==> src/rtl/trace_query_arbiter_pkg.sv <==
// Shared types and constants for the trace query arbiter and its consumers.
package trace_query_arbiter_pkg;

    typedef enum logic [1:0] {
        IDLE    = 2'd0,
        ISSUE   = 2'd1,
        WAIT    = 2'd2,
        RESPOND = 2'd3
    } query_arb_state_e;

    // {end, start} = {-1, -1}: same marker the validity filter emits for "not found".
    localparam logic [63:0] QUERY_NOT_FOUND = {32'hFFFF_FFFF, 32'hFFFF_FFFF};

endpackage

==> src/rtl/trace_query_arbiter_rr_picker.sv <==
// Rotating priority encoder: first set request at or after the round-robin pointer.
module query_rr_picker #(
    parameter int NUM_REQ = 3,
    parameter int IDX_W   = $clog2(NUM_REQ)
) (
    input  logic [NUM_REQ-1:0] req_i,
    input  logic [IDX_W-1:0]   ptr_i,
    output logic               any_o,
    output logic [IDX_W-1:0]   grant_o
);

    logic [IDX_W-1:0] idx;

    // Walk from the farthest offset back to the pointer so the nearest hit wins.
    always_comb begin
        any_o   = 1'b0;
        grant_o = '0;
        idx     = '0;
        for (int i = NUM_REQ - 1; i >= 0; i--) begin
            idx = IDX_W'((int'(ptr_i) + i) % NUM_REQ);
            if (req_i[idx]) begin
                any_o   = 1'b1;
                grant_o = idx;
            end
        end
    end

endmodule

==> src/rtl/trace_query_arbiter.sv <==
// Round-robin arbiter sharing one signal-history query engine between filter stages.
//
//   state   | meaning
//   --------+---------------------------------------------------------------
//   IDLE    | pick next requester, latch its index and query
//   ISSUE   | raise engine start, pulse req_ready, ignore stale engine valid
//   WAIT    | hold start until engine valid or timeout count expires
//   RESPOND | drop start, pulse rsp_valid (and rsp_timeout), advance rr_ptr
module trace_query_arbiter #(
    parameter int NUM_REQ        = 3,
    parameter int QUERY_WIDTH    = 32,
    parameter int RESULT_WIDTH   = 64,
    parameter int TIMEOUT_CYCLES = 256
) (
    input  logic                                  clk,
    input  logic                                  rst_n,
    input  logic [NUM_REQ-1:0]                    req_valid_i,
    input  logic [NUM_REQ-1:0][QUERY_WIDTH-1:0]   req_query_i,
    output logic [NUM_REQ-1:0]                    req_ready_o,
    output logic [NUM_REQ-1:0]                    rsp_valid_o,
    output logic [RESULT_WIDTH-1:0]               rsp_result_o,
    output logic                                  rsp_timeout_o,
    output logic                                  eng_start_o,
    output logic [QUERY_WIDTH-1:0]                eng_query_o,
    input  logic                                  eng_data_valid_i,
    input  logic [RESULT_WIDTH-1:0]               eng_result_i,
    output logic                                  busy_o,
    output logic [$clog2(NUM_REQ)-1:0]            grant_id_o
);

    import trace_query_arbiter_pkg::*;

    localparam int IDX_W = $clog2(NUM_REQ);
    localparam int CNT_W = $clog2(TIMEOUT_CYCLES) + 1;
    localparam logic [CNT_W-1:0] CNT_LAST = CNT_W'(TIMEOUT_CYCLES - 1);
    // Sign-extend so the all-ones marker fills any result width.
    localparam logic [RESULT_WIDTH-1:0] NOT_FOUND = RESULT_WIDTH'($signed(QUERY_NOT_FOUND));

    query_arb_state_e          state_q, state_d;
    logic [IDX_W-1:0]          rr_ptr_q, rr_ptr_d;
    logic [IDX_W-1:0]          grant_id_q, grant_id_d;
    logic [QUERY_WIDTH-1:0]    query_q, query_d;
    logic [RESULT_WIDTH-1:0]   result_q, result_d;
    logic                      timeout_q, timeout_d;
    logic [CNT_W-1:0]          cnt_q, cnt_d;
    logic                      pick_any;
    logic [IDX_W-1:0]          pick_id;
    logic [NUM_REQ-1:0]        grant_onehot;

    query_rr_picker #(
        .NUM_REQ (NUM_REQ),
        .IDX_W   (IDX_W)
    ) u_picker (
        .req_i   (req_valid_i),
        .ptr_i   (rr_ptr_q),
        .any_o   (pick_any),
        .grant_o (pick_id)
    );

    always_ff @(posedge clk) begin
        if (!rst_n) begin
            state_q    <= IDLE;
            rr_ptr_q   <= '0;
            grant_id_q <= '0;
            query_q    <= '0;
            result_q   <= '0;
            timeout_q  <= 1'b0;
            cnt_q      <= '0;
        end else begin
            state_q    <= state_d;
            rr_ptr_q   <= rr_ptr_d;
            grant_id_q <= grant_id_d;
            query_q    <= query_d;
            result_q   <= result_d;
            timeout_q  <= timeout_d;
            cnt_q      <= cnt_d;
        end
    end

    always_comb begin
        state_d    = state_q;
        rr_ptr_d   = rr_ptr_q;
        grant_id_d = grant_id_q;
        query_d    = query_q;
        result_d   = result_q;
        timeout_d  = timeout_q;
        cnt_d      = cnt_q;
        case (state_q)
            IDLE: begin
                if (pick_any) begin
                    grant_id_d = pick_id;
                    query_d    = req_query_i[pick_id];
                    state_d    = ISSUE;
                end
            end
            ISSUE: begin
                cnt_d     = '0;
                timeout_d = 1'b0;
                state_d   = WAIT;
            end
            WAIT: begin
                if (eng_data_valid_i) begin
                    result_d  = eng_result_i;
                    timeout_d = 1'b0;
                    state_d   = RESPOND;
                end else if (cnt_q == CNT_LAST) begin
                    result_d  = NOT_FOUND;
                    timeout_d = 1'b1;
                    state_d   = RESPOND;
                end else if (cnt_q != '1) begin
                    cnt_d = cnt_q + CNT_W'(1);
                end
            end
            RESPOND: begin
                rr_ptr_d = (grant_id_q == IDX_W'(NUM_REQ - 1)) ? '0 : grant_id_q + IDX_W'(1);
                state_d  = IDLE;
            end
            default: state_d = IDLE;
        endcase
    end

    assign grant_onehot = NUM_REQ'(1) << grant_id_q;

    always_comb begin
        req_ready_o   = '0;
        rsp_valid_o   = '0;
        rsp_timeout_o = 1'b0;
        eng_start_o   = 1'b0;
        case (state_q)
            ISSUE: begin
                eng_start_o = 1'b1;
                req_ready_o = grant_onehot;
            end
            WAIT: eng_start_o = 1'b1;
            RESPOND: begin
                rsp_valid_o   = grant_onehot;
                rsp_timeout_o = timeout_q;
            end
            default: ;
        endcase
    end

    assign busy_o       = (state_q != IDLE);
    assign eng_query_o  = query_q;
    assign rsp_result_o = result_q;
    assign grant_id_o   = grant_id_q;

endmodule

==> config.mk <==
export PLATFORM = sky130hd
export DESIGN_NAME = trace_query_arbiter
export DESIGN_NICKNAME = d
export VERILOG_FILES = /design/src/rtl/trace_query_arbiter_pkg.sv /design/src/rtl/trace_query_arbiter_rr_picker.sv /design/src/rtl/trace_query_arbiter.sv
export SDC_FILE = /design/constraint.sdc
export NUM_CORES = 1
export LEC_CHECK = 0
export ABC_AREA = 0
export CAP_MARGIN = 10
export CORE_UTILIZATION = 39
export DETAILED_ROUTE_END_ITERATION = 8
export PLACE_DENSITY = 0.81
export SLEW_MARGIN = 20
export SYNTH_ARGS = -nofsm -noshare
export SYNTH_HDL_FRONTEND = slang
export SYNTH_HIERARCHICAL = 1
export SYNTH_SLANG_ARGS = --single-unit
==> constraint.sdc <==
create_clock -name clk -period 3.2 [get_ports clk]
set_clock_uncertainty 0.05 [all_clocks]
set_input_delay 0.32 -clock clk [delete_from_list [all_inputs] [get_ports clk]]
set_output_delay 0.32 -clock clk [all_outputs]
set_load 0.05 [all_outputs]
==> flow_metrics.env, run 1 <==
# source this file to load flow results
export IMPL_multiInputGateArea_sq_um=2450
export IMPL_end_kind="output port"
export IMPL_via_per_inst=5.48
export IMPL_netlist_area_sq_um=4910
export IMPL_critPathSlowestCell="clkdlybuf4s50_1"
export IMPL_worstReg2RegStart="rr_ptr_q[1]$_SDFFE_PN0P_"
export IMPL_hold_path_endpoint="rr_ptr_q[0]$_SDFFE_PN0P_"
export IMPL_htreeDepth=3
export IMPL_netlist_top_cells_area="dfxtp_1, o221a_2, mux2i_1, a2bb2oi_1, a21oi_1"
export IMPL_grt_max_degree=103
export IMPL_nMultiInputCombCells=308
export IMPL_cts_hold_buf=0
export IMPL_fin_crit_sh_pct=84.5
export IMPL_drc=0
export IMPL_worst_hold_slack_ns=0.426
export IMPL_drive_gt1_share_pct=13.1
export IMPL_power_internal_mw=3.67
export IMPL_layout_top_cells="clkdlybuf4s50_1, dfxtp_1, o221a_2, mux2i_1, a21oi_1"
export IMPL_hold_viol=0
export IMPL_setup_violations_final=0
export IMPL_hpwl_mm=11.4
export IMPL_seq_cells=112
export IMPL_relSlewSlack_pct=33.2
export IMPL_drt_initial_drc_count=362
export IMPL_clockBufferDepth=2
export IMPL_combinationalPower_mw=3.46
export IMPL_dominant_cells="buffers"
export IMPL_inv_count=10
export IMPL_place_area_sq_um=7740
export IMPL_ys_sh_mux_pct=7.96
export IMPL_buffers=280
export IMPL_hold_depth=3
export IMPL_pwr_share_comb_pct=52.5
export IMPL_n_clock_buffer=12
export IMPL_worstSetupPathType="flop to output port"
export IMPL_path_depth=4
export IMPL_postSynthSeqShare_pct=45.7
export IMPL_post_place_ws_ns=0.560
export IMPL_fp_nets=654
export IMPL_p_sw_mw=2.92
export IMPL_ff2ff_setup_slack_ns=0.54
export IMPL_reg2reg_to="eng_query_o[4]$_SDFFE_PN0P_"
export IMPL_max_freq_ghz=0.370
export IMPL_power_mw=6.58
export IMPL_period_minus_slack_ns=2.70
export IMPL_pin_count=273
export IMPL_post_synth_top_count_cell="dfxtp_1"
export IMPL_antenna_found_initial=1
export IMPL_globalRouteMet3Util_pct=5.40
export IMPL_die_area_sq_um=13000
export IMPL_portBuffers=272
export IMPL_busiest_layer="met2"
export IMPL_grtUsageMet1_pct=27.0
export IMPL_yosys_area_top_type="dfxtp_1"
export IMPL_grt_overflow=0
export IMPL_warning_count=35
export IMPL_syn_inst=477
export IMPL_pwr_share_seq_pct=30.3
export IMPL_layout_top_cell="clkdlybuf4s50_1"
export IMPL_gp_congestion=0.861
export IMPL_top_power_group="combinational logic"
export IMPL_hold_path_class="primary input to flop"
export IMPL_clock_latency_ns=0.34
export IMPL_top_layer="met5"
export IMPL_synthAdderAreaFrac_pct=2.81
export IMPL_area_growth_pct=63.9
export IMPL_synthArstFlopShare_pct=0
export IMPL_cts_setup_buffers=0
export IMPL_ys_types=37
export IMPL_clock_area_share_pct=3.72
export IMPL_crit_start="state_q[1]$_SDFFE_PN0P_"
export IMPL_sh_comb_area_pct=30.5
export IMPL_topCombFamilyByArea="AND-OR/OR-AND gates"
export IMPL_wl_met2_mm=7.87
export IMPL_aoi_share_pct=28.9
export IMPL_tightest_slew_ns=1.00
export IMPL_grt_util_met2_pct=40.9
export IMPL_ir_worst_vdd_mv=0.563
export IMPL_numCtsBuffers=9
export IMPL_outcome="completed"
export IMPL_drv_cap=0
export IMPL_placedCellCount=878
export IMPL_ys_ff=112
export IMPL_ys_warn_count=6
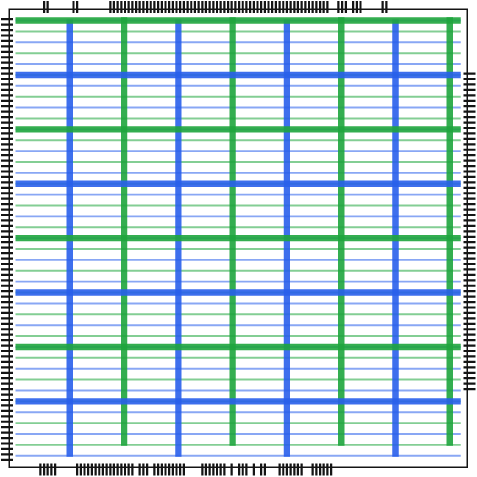
*Supply network, run 1*
Scale: 4 px per um. Pins as bars on the die edge.
VDD -> green
VSS -> blue
met1 rails = 41
signal pins = 273
met4 straps = 8
met5 straps = 8
rows = 40
core region area: 12100 sq um
width of the die: 114 um

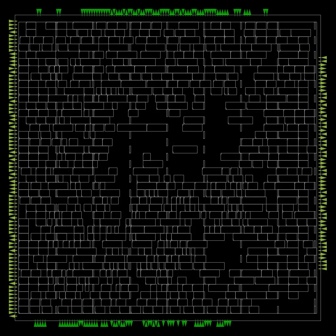
*Cell outlines without signal wires, run 1*
Core Util, Final: 66.4%
sequential share of cell area: 27.9%
final non-filler cell total: 894
num tapcells: 168

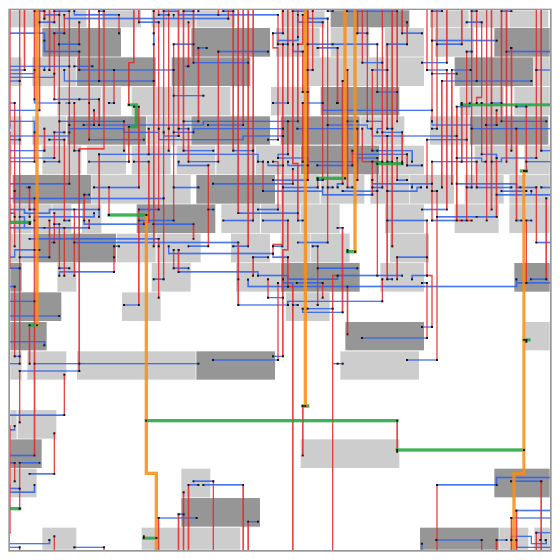
*Layout detail, run 1*
Window x 32 to 82, y 55 to 105 um. Cells in grey, sequential cells in the stronger grey; small squares are vias.
metal 4 -> orange
metal 2 -> red
metal 3 -> green
metal 1 -> blue
netlist names of flops here include = `rsp_result_o` (18), `eng_query_o` (3), `cnt_q` (2)
cells with their middle in the window = 101
sequential cells in the window = 24
most frequent = clkdlybuf4s50_1 (35), dfxtp_1 (24), o221a_2 (20)

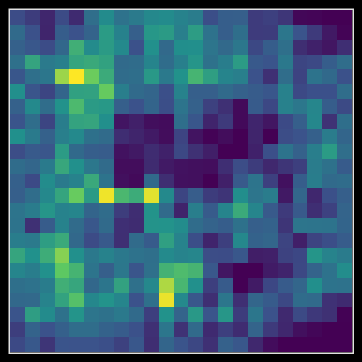
*Wire density map, run 1*
Scale: 3 px per um. 23 x 23 tiles, from dark purple (low) to yellow (high), scaled to the fullest tile. Values are wire area over tile area, all layers added.
nearly empty tiles = 4.3%
mean over tiles = 0.20
fullest tile = 0.62
tiles over half the peak = 14%
final wirelength: 15.5 mm
WL per Instance: 17.4 um
gr usage total: 23.2%
vias after detailed routing: 4896

==> run 2: changes to the inputs <==
--- a/config.mk
+++ b/config.mk
@@ -7,9 +7,9 @@
 export LEC_CHECK = 0
 export ABC_AREA = 0
 export CAP_MARGIN = 10
-export CORE_UTILIZATION = 39
+export CORE_UTILIZATION = 35
 export DETAILED_ROUTE_END_ITERATION = 8
-export PLACE_DENSITY = 0.81
+export PLACE_DENSITY = 0.77
 export SLEW_MARGIN = 20
 export SYNTH_ARGS = -nofsm -noshare
 export SYNTH_HDL_FRONTEND = slang
==> constraint.sdc (replaced) <==
create_clock -name clk -period 2.26 [get_ports clk]
set_clock_uncertainty 0.05 [all_clocks]
set_input_delay 0.226 -clock clk [delete_from_list [all_inputs] [get_ports clk]]
set_output_delay 0.226 -clock clk [all_outputs]
set_load 0.05 [all_outputs]
==> run 2 against run 1 <==
  * The flow now finishes with violations (setup timing)
  * First-iteration DRC count decreased by 10%
  * Final cell count increased by 4.6%
  * Highest routed layer is now met4
  * Die size increased by 11%
  * Global-route usage increased by 0.15 points
  * Clock power increased by 49%
  * Count of clock-buffer cells in the layout decreased by 1
  * Hold slack got worse by 0.049 ns
  * Non-clock buffer count increased by 32
  * Largest cell class unchanged
==> flow_metrics.env, run 2 <==
# source this file to load flow results
export IMPL_outcome="finished with violations"
export IMPL_violations="setup timing"
export IMPL_inv_count=10
export IMPL_area_growth_pct=77.0
export IMPL_die_area_sq_um=14500
export IMPL_syn_inst=477
export IMPL_post_synth_top_count_cell="dfxtp_1"
export IMPL_worst_slack_ns=-0.0796
export IMPL_fin_crit_sh_pct=104
export IMPL_end_kind="flop"
export IMPL_postSynthSeqShare_pct=45.7
export IMPL_ir_worst_vdd_mv=0.839
export IMPL_power_internal_mw=5.54
export IMPL_ys_types=37
export IMPL_top_layer="met4"
export IMPL_cts_hold_buf=0
export IMPL_netlist_top_cells_area="dfxtp_1, o221a_2, mux2i_1, a2bb2oi_1, a21oi_1"
export IMPL_hold_viol=0
export IMPL_clock_area_share_pct=3.65
export IMPL_ys_warn_count=6
export IMPL_clock_latency_ns=0.35
export IMPL_antenna_found_initial=1
export IMPL_cts_setup_buffers=2
export IMPL_worstSetupPathType="flop to flop"
export IMPL_numCtsBuffers=9
export IMPL_sh_comb_area_pct=30.5
export IMPL_hold_depth=3
export IMPL_ys_ff=112
export IMPL_grt_max_degree=70
export IMPL_hold_path_endpoint="state_q[1]$_SDFFE_PN0P_"
export IMPL_grt_use_total_pct=23.4
export IMPL_drive_gt1_share_pct=22.0
export IMPL_synthAdderAreaFrac_pct=2.81
export IMPL_tapCellCount=176
export IMPL_layout_top_cells="clkdlybuf4s50_1, dfxtp_1, o221a_2, mux2i_1, a21oi_1"
export IMPL_pwr_share_comb_pct=54.7
export IMPL_reg2reg_to="eng_query_o[12]$_SDFFE_PN0P_"
export IMPL_post_place_ws_ns=-0.181
export IMPL_gp_congestion=0.927
export IMPL_globalRouteMet3Util_pct=5.90
export IMPL_nMultiInputCombCells=308
export IMPL_max_freq_ghz=0.427
export IMPL_fp_nets=654
export IMPL_drv_cap=0
export IMPL_pwr_share_seq_pct=28.4
export IMPL_seq_share_pct=25.9
export IMPL_p_sw_mw=4.38
export IMPL_n_clock_buffer=11
export IMPL_path_depth=13
export IMPL_setup_violations_final=30
export IMPL_top_power_group="combinational logic"
export IMPL_warning_count=35
export IMPL_dominant_cells="buffers"
export IMPL_grtUsageMet1_pct=26.1
export IMPL_combinationalPower_mw=5.42
export IMPL_pin_count=273
export IMPL_ff2ff_setup_slack_ns=-0.08
export IMPL_layout_top_cell="clkdlybuf4s50_1"
export IMPL_worst_hold_slack_ns=0.377
export IMPL_clockBufferDepth=2
export IMPL_drc=0
export IMPL_critPathSlowestCell="dfxtp_4"
export IMPL_worstReg2RegStart="rr_ptr_q[1]$_SDFFE_PN0P_"
export IMPL_drt_initial_drc_count=325
export IMPL_topCombFamilyByArea="AND-OR/OR-AND gates"
export IMPL_busiest_layer="met2"
export IMPL_hpwl_mm=12.6
export IMPL_grt_overflow=0
export IMPL_wl_met2_mm=9.35
export IMPL_grt_util_met2_pct=42.9
export IMPL_crit_start="rr_ptr_q[1]$_SDFFE_PN0P_"
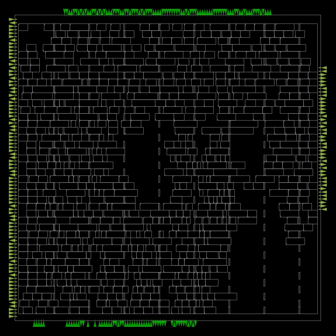
*Cell outlines without signal wires, run 2*
seq_cells: 112
fillcell total: 1062
final non-filler cell total: 935
Core Util, Final: 64.5%
row count: 42

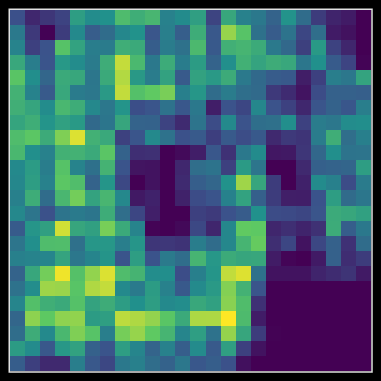
*Wire density map, run 2*
Scale: 3 px per um. 24 x 24 tiles, from dark purple (low) to yellow (high), scaled to the fullest tile. Values are wire area over tile area, all layers added.
emptiest ninth of the die = bottom right
mean over tiles = 0.20
nearly empty tiles = 11%
vias after detailed routing: 5128
final wirelength: 17.7 mm
WL per Instance: 18.9 um

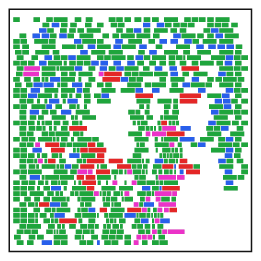
*Drive-strength map, run 2*
Scale: 2 px per um.
_6 and larger -> red  # cells 35, most used clkbuf_16
_0 and _1 cells -> green  # cells 591, most used clkdlybuf4s50_1
_3 and _4 cells -> magenta  # cells 35, most used buf_4
_2 cells -> blue  # cells 97, most used o221a_2

Power figures rest on the tool's default switching activity, not on a simulated workload.
